`config.mk`:
```
export PLATFORM = sky130hd
export DESIGN_NAME = wash_motor_drv_flat
export DESIGN_NICKNAME = d
export VERILOG_FILES = /design/src/rtl/wash_motor_drv_if.sv /design/src/rtl/wash_motor_drv.sv /design/src/flat_wrapper.sv
export SDC_FILE = /design/constraint.sdc
export NUM_CORES = 1
export LEC_CHECK = 0
export ABC_AREA = 1
export CAP_MARGIN = 20
export CORE_MARGIN = 2
export CORE_UTILIZATION = 55
export DETAILED_ROUTE_END_ITERATION = 12
export GPL_TIMING_DRIVEN = 0
export PLACE_DENSITY = 0.78
export SLEW_MARGIN = 20
export SYNTH_ARGS = -nofsm -noshare
export SYNTH_HDL_FRONTEND = slang
export SYNTH_SLANG_ARGS = --single-unit
```
`constraint.sdc`:
```
create_clock -name clk -period 2.9 [get_ports clk]
set_clock_uncertainty 0.15 [all_clocks]
set_input_delay 0.29 -clock clk [delete_from_list [all_inputs] [get_ports clk]]
set_output_delay 0.29 -clock clk [all_outputs]
set_load 0.02 [all_outputs]
```
`src/rtl/wash_motor_drv_if.sv`:
```
// Command/drive bundle between the wash controller and the motor driver.
//   motor    : 2-bit direction command (00 stop, 01 fwd, 10 rev, 11 illegal)
//   hb_*     : H-bridge gate drives, leg A and leg B, high/low side
//   duty     : current soft-start duty, 0..2^PWM_BITS
//   running  : motor energised in either direction
//   fault    : illegal command seen, drive latched off
interface wash_motor_drv_if #(
    parameter int unsigned PWM_BITS = 4
) ();
    logic [1:0]          motor;
    logic                hb_a_hi;
    logic                hb_a_lo;
    logic                hb_b_hi;
    logic                hb_b_lo;
    logic [PWM_BITS:0]   duty;
    logic                running;
    logic                fault;

    // Controller side: issues commands, observes drive status.
    modport master (
        output motor,
        input  hb_a_hi, hb_a_lo, hb_b_hi, hb_b_lo, duty, running, fault
    );

    // Driver side: consumes commands, produces gate drives and status.
    modport slave (
        input  motor,
        output hb_a_hi, hb_a_lo, hb_b_hi, hb_b_lo, duty, running, fault
    );
endinterface

```
`src/rtl/wash_motor_drv.sv`:
```
// H-bridge motor driver: turns the registered direction command into gate
// drives with dead time on every direction change and a soft-start duty ramp.
//   clk  : system clock, rising edge
//   rst  : synchronous reset, active high
//   bus  : wash_motor_drv_if.slave (motor in; gates, duty, running, fault out)
// All outputs are registered and decoded from the next state, so a command
// change on motor reaches the gates two edges later.
module wash_motor_drv #(
    parameter int unsigned PWM_BITS = 4,
    parameter int unsigned DEAD     = 8,
    parameter int unsigned RAMP_DIV = 64
) (
    input  logic                    clk,
    input  logic                    rst,
    wash_motor_drv_if.slave         bus
);

    localparam int unsigned DUTY_W   = PWM_BITS + 1;
    localparam int unsigned DUTY_MAX = 2 ** PWM_BITS;
    localparam int unsigned DEAD_W   = (DEAD > 1) ? $clog2(DEAD) : 1;
    localparam int unsigned RAMP_W   = (RAMP_DIV > 1) ? $clog2(RAMP_DIV) : 1;

    localparam logic [1:0]        CMD_STOP  = 2'b00;
    localparam logic [1:0]        CMD_REV   = 2'b10;
    localparam logic [1:0]        CMD_ILL   = 2'b11;
    localparam logic [DEAD_W-1:0] DEAD_LOAD = DEAD_W'(DEAD - 1);
    localparam logic [RAMP_W-1:0] RAMP_LAST = RAMP_W'(RAMP_DIV - 1);
    localparam logic [DUTY_W-1:0] DUTY_TOP  = DUTY_W'(DUTY_MAX);

    typedef enum logic [2:0] {
        S_IDLE    = 3'd0,
        S_DEAD    = 3'd1,
        S_RUN_FWD = 3'd2,
        S_RUN_REV = 3'd3,
        S_FAULT   = 3'd4
    } state_t;

    // Registered state
    state_t                 r_state;
    logic [1:0]             r_cmd_q;
    logic                   r_dir_rev;
    logic [DEAD_W-1:0]      r_dead_cnt;
    logic [PWM_BITS-1:0]    r_pwm_cnt;
    logic [RAMP_W-1:0]      r_ramp_cnt;
    logic [DUTY_W-1:0]      r_duty;
    logic                   r_hb_a_hi;
    logic                   r_hb_a_lo;
    logic                   r_hb_b_hi;
    logic                   r_hb_b_lo;
    logic                   r_running;
    logic                   r_fault;

    // Next-state values
    state_t                 w_state_nxt;
    logic                   w_dir_rev_nxt;
    logic [DEAD_W-1:0]      w_dead_cnt_nxt;
    logic [PWM_BITS-1:0]    w_pwm_nxt;
    logic [RAMP_W-1:0]      w_ramp_nxt;
    logic [DUTY_W-1:0]      w_duty_nxt;
    logic                   w_hb_a_hi_nxt;
    logic                   w_hb_a_lo_nxt;
    logic                   w_hb_b_hi_nxt;
    logic                   w_hb_b_lo_nxt;
    logic                   w_running_nxt;
    logic                   w_fault_nxt;
    logic                   w_cmd_rev;
    logic                   w_pwm_on;

    // State, command and output registers
    always_ff @(posedge clk) begin
        if (rst) begin
            r_state    <= S_IDLE;
            r_cmd_q    <= '0;
            r_dir_rev  <= 1'b0;
            r_dead_cnt <= '0;
            r_pwm_cnt  <= '0;
            r_ramp_cnt <= '0;
            r_duty     <= '0;
            r_hb_a_hi  <= 1'b0;
            r_hb_a_lo  <= 1'b0;
            r_hb_b_hi  <= 1'b0;
            r_hb_b_lo  <= 1'b0;
            r_running  <= 1'b0;
            r_fault    <= 1'b0;
        end else begin
            r_state    <= w_state_nxt;
            r_cmd_q    <= bus.motor;
            r_dir_rev  <= w_dir_rev_nxt;
            r_dead_cnt <= w_dead_cnt_nxt;
            r_pwm_cnt  <= w_pwm_nxt;
            r_ramp_cnt <= w_ramp_nxt;
            r_duty     <= w_duty_nxt;
            r_hb_a_hi  <= w_hb_a_hi_nxt;
            r_hb_a_lo  <= w_hb_a_lo_nxt;
            r_hb_b_hi  <= w_hb_b_hi_nxt;
            r_hb_b_lo  <= w_hb_b_lo_nxt;
            r_running  <= w_running_nxt;
            r_fault    <= w_fault_nxt;
        end
    end

    // Next-state, counters and output decode
    always_comb begin
        w_state_nxt    = r_state;
        w_dir_rev_nxt  = r_dir_rev;
        w_dead_cnt_nxt = r_dead_cnt;
        w_pwm_nxt      = '0;
        w_ramp_nxt     = '0;
        w_duty_nxt     = '0;
        w_hb_a_hi_nxt  = 1'b0;
        w_hb_a_lo_nxt  = 1'b0;
        w_hb_b_hi_nxt  = 1'b0;
        w_hb_b_lo_nxt  = 1'b0;
        w_running_nxt  = 1'b0;
        w_fault_nxt    = 1'b0;
        w_cmd_rev      = (r_cmd_q == CMD_REV);
        w_pwm_on       = 1'b0;

        case (r_state)
            S_IDLE: begin
                if (r_cmd_q == CMD_ILL) begin
                    w_state_nxt = S_FAULT;
                end else if (r_cmd_q != CMD_STOP) begin
                    w_state_nxt    = S_DEAD;
                    w_dir_rev_nxt  = w_cmd_rev;
                    w_dead_cnt_nxt = DEAD_LOAD;
                end
            end

            S_DEAD: begin
                if (r_cmd_q == CMD_ILL) begin
                    w_state_nxt = S_FAULT;
                end else if (r_cmd_q == CMD_STOP) begin
                    w_state_nxt = S_IDLE;
                end else if (w_cmd_rev != r_dir_rev) begin
                    // Direction flipped mid dead time: full dead period restarts
                    w_dir_rev_nxt  = w_cmd_rev;
                    w_dead_cnt_nxt = DEAD_LOAD;
                end else if (r_dead_cnt == '0) begin
                    // PWM, ramp and duty enter RUN at zero via the defaults
                    w_state_nxt = r_dir_rev ? S_RUN_REV : S_RUN_FWD;
                end else begin
                    w_dead_cnt_nxt = r_dead_cnt - 1'b1;
                end
            end

            S_RUN_FWD, S_RUN_REV: begin
                if (r_cmd_q == CMD_ILL) begin
                    w_state_nxt = S_FAULT;
                end else if (r_cmd_q == CMD_STOP) begin
                    w_state_nxt = S_IDLE;
                end else if (w_cmd_rev != (r_state == S_RUN_REV)) begin
                    w_state_nxt    = S_DEAD;
                    w_dir_rev_nxt  = w_cmd_rev;
                    w_dead_cnt_nxt = DEAD_LOAD;
                end else begin
                    // Same direction: PWM free-runs, duty ramps and saturates
                    w_pwm_nxt  = r_pwm_cnt + 1'b1;
                    w_duty_nxt = r_duty;
                    if (r_ramp_cnt == RAMP_LAST) begin
                        w_ramp_nxt = '0;
                        if (r_duty != DUTY_TOP) begin
                            w_duty_nxt = r_duty + 1'b1;
                        end
                    end else begin
                        w_ramp_nxt = r_ramp_cnt + 1'b1;
                    end
                end
            end

            S_FAULT: begin
                if (r_cmd_q == CMD_STOP) begin
                    w_state_nxt = S_IDLE;
                end
            end

            default: begin
                w_state_nxt = S_IDLE;
            end
        endcase

        // Gates follow the next state so they switch on the same edge
        w_pwm_on = (DUTY_W'(w_pwm_nxt) < w_duty_nxt);
        case (w_state_nxt)
            S_RUN_FWD: begin
                w_hb_a_hi_nxt = w_pwm_on;
                w_hb_b_lo_nxt = 1'b1;
                w_running_nxt = 1'b1;
            end
            S_RUN_REV: begin
                w_hb_a_lo_nxt = 1'b1;
                w_hb_b_hi_nxt = w_pwm_on;
                w_running_nxt = 1'b1;
            end
            S_FAULT: begin
                w_fault_nxt = 1'b1;
            end
            default: begin
                w_fault_nxt = 1'b0;
            end
        endcase
    end

    assign bus.hb_a_hi = r_hb_a_hi;
    assign bus.hb_a_lo = r_hb_a_lo;
    assign bus.hb_b_hi = r_hb_b_hi;
    assign bus.hb_b_lo = r_hb_b_lo;
    assign bus.duty    = r_duty;
    assign bus.running = r_running;
    assign bus.fault   = r_fault;

endmodule

```
`src/flat_wrapper.sv`:
```
// flat-port wrapper written by rule: the top's interface ports become plain ports
module wash_motor_drv_flat 
#(
    parameter int unsigned PWM_BITS = 4,
    parameter int unsigned DEAD     = 8,
    parameter int unsigned RAMP_DIV = 64
)
  (clk, rst, bus_motor, bus_hb_a_hi, bus_hb_a_lo, bus_hb_b_hi, bus_hb_b_lo, bus_duty, bus_running, bus_fault);
  wash_motor_drv_if #(.PWM_BITS(PWM_BITS)) bus_i ();
  input  logic clk;
  input  logic rst;
  input wire logic [$bits(bus_i.motor)-1:0] bus_motor;
  output wire logic [$bits(bus_i.hb_a_hi)-1:0] bus_hb_a_hi;
  output wire logic [$bits(bus_i.hb_a_lo)-1:0] bus_hb_a_lo;
  output wire logic [$bits(bus_i.hb_b_hi)-1:0] bus_hb_b_hi;
  output wire logic [$bits(bus_i.hb_b_lo)-1:0] bus_hb_b_lo;
  output wire logic [$bits(bus_i.duty)-1:0] bus_duty;
  output wire logic [$bits(bus_i.running)-1:0] bus_running;
  output wire logic [$bits(bus_i.fault)-1:0] bus_fault;
  assign bus_i.motor = bus_motor;
  assign bus_hb_a_hi = bus_i.hb_a_hi;
  assign bus_hb_a_lo = bus_i.hb_a_lo;
  assign bus_hb_b_hi = bus_i.hb_b_hi;
  assign bus_hb_b_lo = bus_i.hb_b_lo;
  assign bus_duty = bus_i.duty;
  assign bus_running = bus_i.running;
  assign bus_fault = bus_i.fault;
  wash_motor_drv #(.PWM_BITS(PWM_BITS), .DEAD(DEAD), .RAMP_DIV(RAMP_DIV)) u_core (.clk(clk), .rst(rst), .bus(bus_i));
endmodule
```
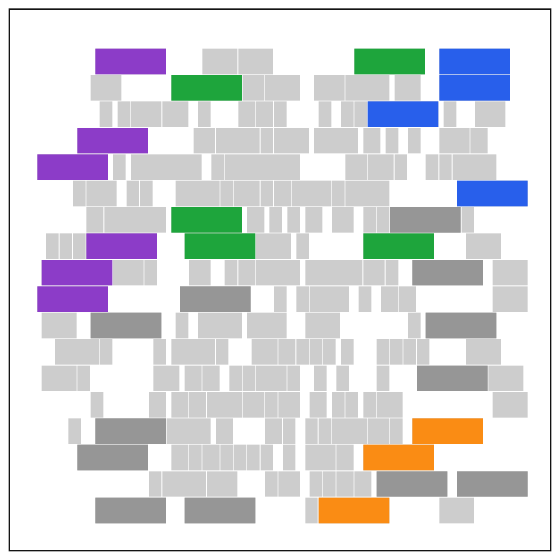
Figure 1: where the registers sit.
Other sequential cells in the stronger grey, the rest of the logic in the fainter grey.
- `u_core.bus.duty`: green (placed flops 5)
- `u_core.r_state`: orange (placed flops 3)
- `u_core.r_ramp_cnt`: purple (placed flops 6)
- `u_core.r_pwm_cnt`: blue (placed flops 4; where top right)
- not coloured: 12

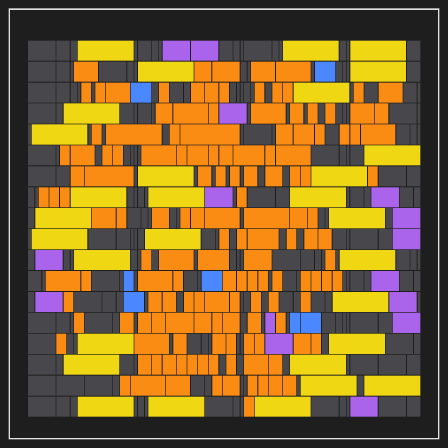
Figure 2: cell classes on the final placement.
Fill, decap, tap and diode cells in grey.
- sequential cells: yellow (cells 30)
- clock drivers and dummy loads: blue (cells 7)
- remaining buffers and delay cells: purple (cells 15)
- combinational and other logic: orange (cells 144)

==> flow_metrics.tcl <==
# yosys + openroad results
set metrics [dict create \
    status "finished, final reports clean" \
    worst_pin_slew_ps 493.8 \
    fin_cells 226 \
    logic_area_sq_um 760.7 \
    max_stage_delay_ps 350 \
    gr-total-overflow 0 \
    diodes 0 \
    ant_nets 0 \
    drt_iter0_markers 24 \
    crit_slowest_cell "dfxtp_1" \
    whs_path_depth 1 \
    clock_latency_ps 330 \
    sequential_cell_area_sq_um 600.6 \
    chipArea_sq_um 3093 \
    areaGrowthSynthToFinish_pct 15.20 \
    critical_path_class "flop to flop" \
    fin_tns_setup_ps 0 \
    dpl_cell_area_sq_um 1643 \
    grt_max_degree 11 \
    h-tree-depth 2 \
    max_freq_mhz 395.3 \
    pre_cts_ws_ps 414.1 \
    power.leakage_nw 0.7278 \
]
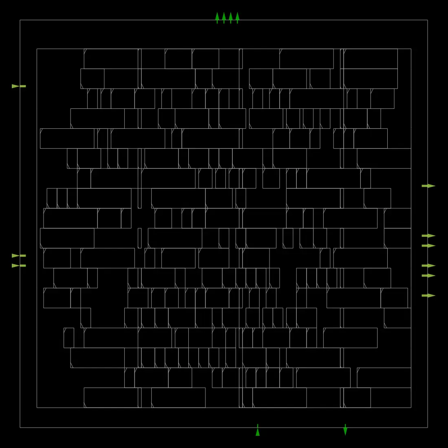
Figure 3: cell outlines without signal wires.
core area: 2500 sq um
number of fill cells: 214

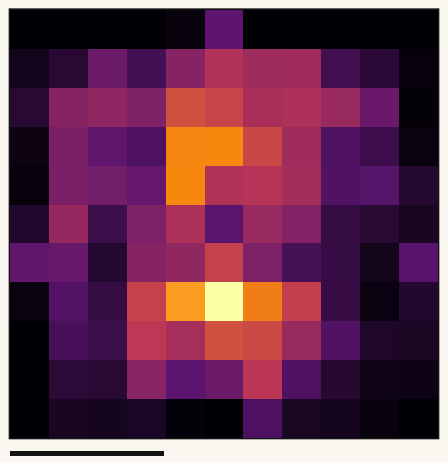
Figure 4: wiring heat map.
The bar under the picture is 20 microns long. 11 x 11 tiles, from black (low) to pale yellow (high), scaled to the fullest tile. Values are wire area over tile area, all layers added.
- mean over tiles: 0.13
- emptiest ninth of the die: bottom right
- tiles over half the peak: 12%
- fullest tile: 0.53

power by group:
part / internal (mW) / total, mW / switching, mW
Clock: 0.0911 / 0.219 / 0.127
Sequential: 0.421 / 0.428 / 0.00700
Combinational: 0.0266 / 0.0665 / 0.0400
Total: 0.539 / 0.713 / 0.174
metal layers:
layer,part of all wire,wire (microns),up-vias,track usage
met4,0.021,53,0,0.08362
met1,0.44,1115,506,0.2188
met5,0,0,-,0
met3,0.050,126,4,0.06279
met2,0.49,1235,26,0.3129
li1,-,-,598,-
worst max-delay path: cells and delay by family (launching register included):
family | cells | cell delay, ps
AOI/OAI and AO/OA | 4 | 590
adders and majority gates | 2 | 580
and+or+nand+nor | 6 | 560
DFF | 1 | 350
buffers and inverters | 3 | 230
final timing paths:
kind,startpoint,endpoint,slack [ps]
worst min register to register,u_core.r_dead_cnt[0]$_SDFFE_PP0P_,u_core.r_dead_cnt[0]$_SDFFE_PP0P_,310
worst max-delay path,u_core.r_cmd_q[0]$_SDFF_PP0_,u_core.bus.hb_b_hi$_SDFF_PP0_,370
worst min-delay path,u_core.r_dead_cnt[0]$_SDFFE_PP0P_,u_core.r_dead_cnt[0]$_SDFFE_PP0P_,310
worst max register to register,u_core.r_cmd_q[0]$_SDFF_PP0_,u_core.bus.hb_b_hi$_SDFF_PP0_,370
cells by family after synthesis:
logic type | count (synthesis) | share of synthesized area
xor+xnor | 10 | 0.06491
buf+inv | 27 | 0.07088
fa+ha+maj | 12 | 0.1025
flops | 30 | 0.4099
simple gates | 76 | 0.2664
compound gates | 20 | 0.08540
cells in the final DEF (no fill, tap or decap), drive strengths merged:
cell type and instances:
a21o 2, a22o 1, clkdlybuf4s50 14, xnor2 6, nand2 24, a21oi 10, clkbuf 8, dfxtp 30
inv 26, a31oi 1, nand4 4, and3 1, nor3 1, o21ai 6, xor2 4, nand3 12
nor2 34, ha 12
sequential cells by signal (all words and copies together), names as in the netlist:
register,count
u_core.r_ramp_cnt,6
u_core.bus.fault,1
u_core.r_cmd_q,2
u_core.bus.running,1
u_core.r_dir_rev,1
u_core.r_dead_cnt,3
u_core.bus.hb_b_lo,1
u_core.r_pwm_cnt,4
u_core.bus.hb_a_lo,1
u_core.bus.duty,5
u_core.bus.hb_a_hi,1
u_core.r_state,3
u_core.bus.hb_b_hi,1
layout make-up:
cell class | count | share of cell area
multi-input combinational | 118 | 0.4507
buffer | 1 | 0.002224
timing repair buffer | 14 | 0.08302
inverter | 26 | 0.05930
clock buffer | 7 | 0.02669
sequential | 30 | 0.3558
tap | 30 | 0.02224
synthesized netlist by cell type (all sizes together):
master	instances
ha	12
dfxtp	30
xnor2	6
nor3	1
a21o	2
a31oi	1
and3	1
nor2	34
o21ai	6
inv	26
clkbuf	1
a22o	1
a21oi	10
xor2	4
nand4	4
nand3	12
nand2	24
Power is estimated from default activity; no workload was simulated.
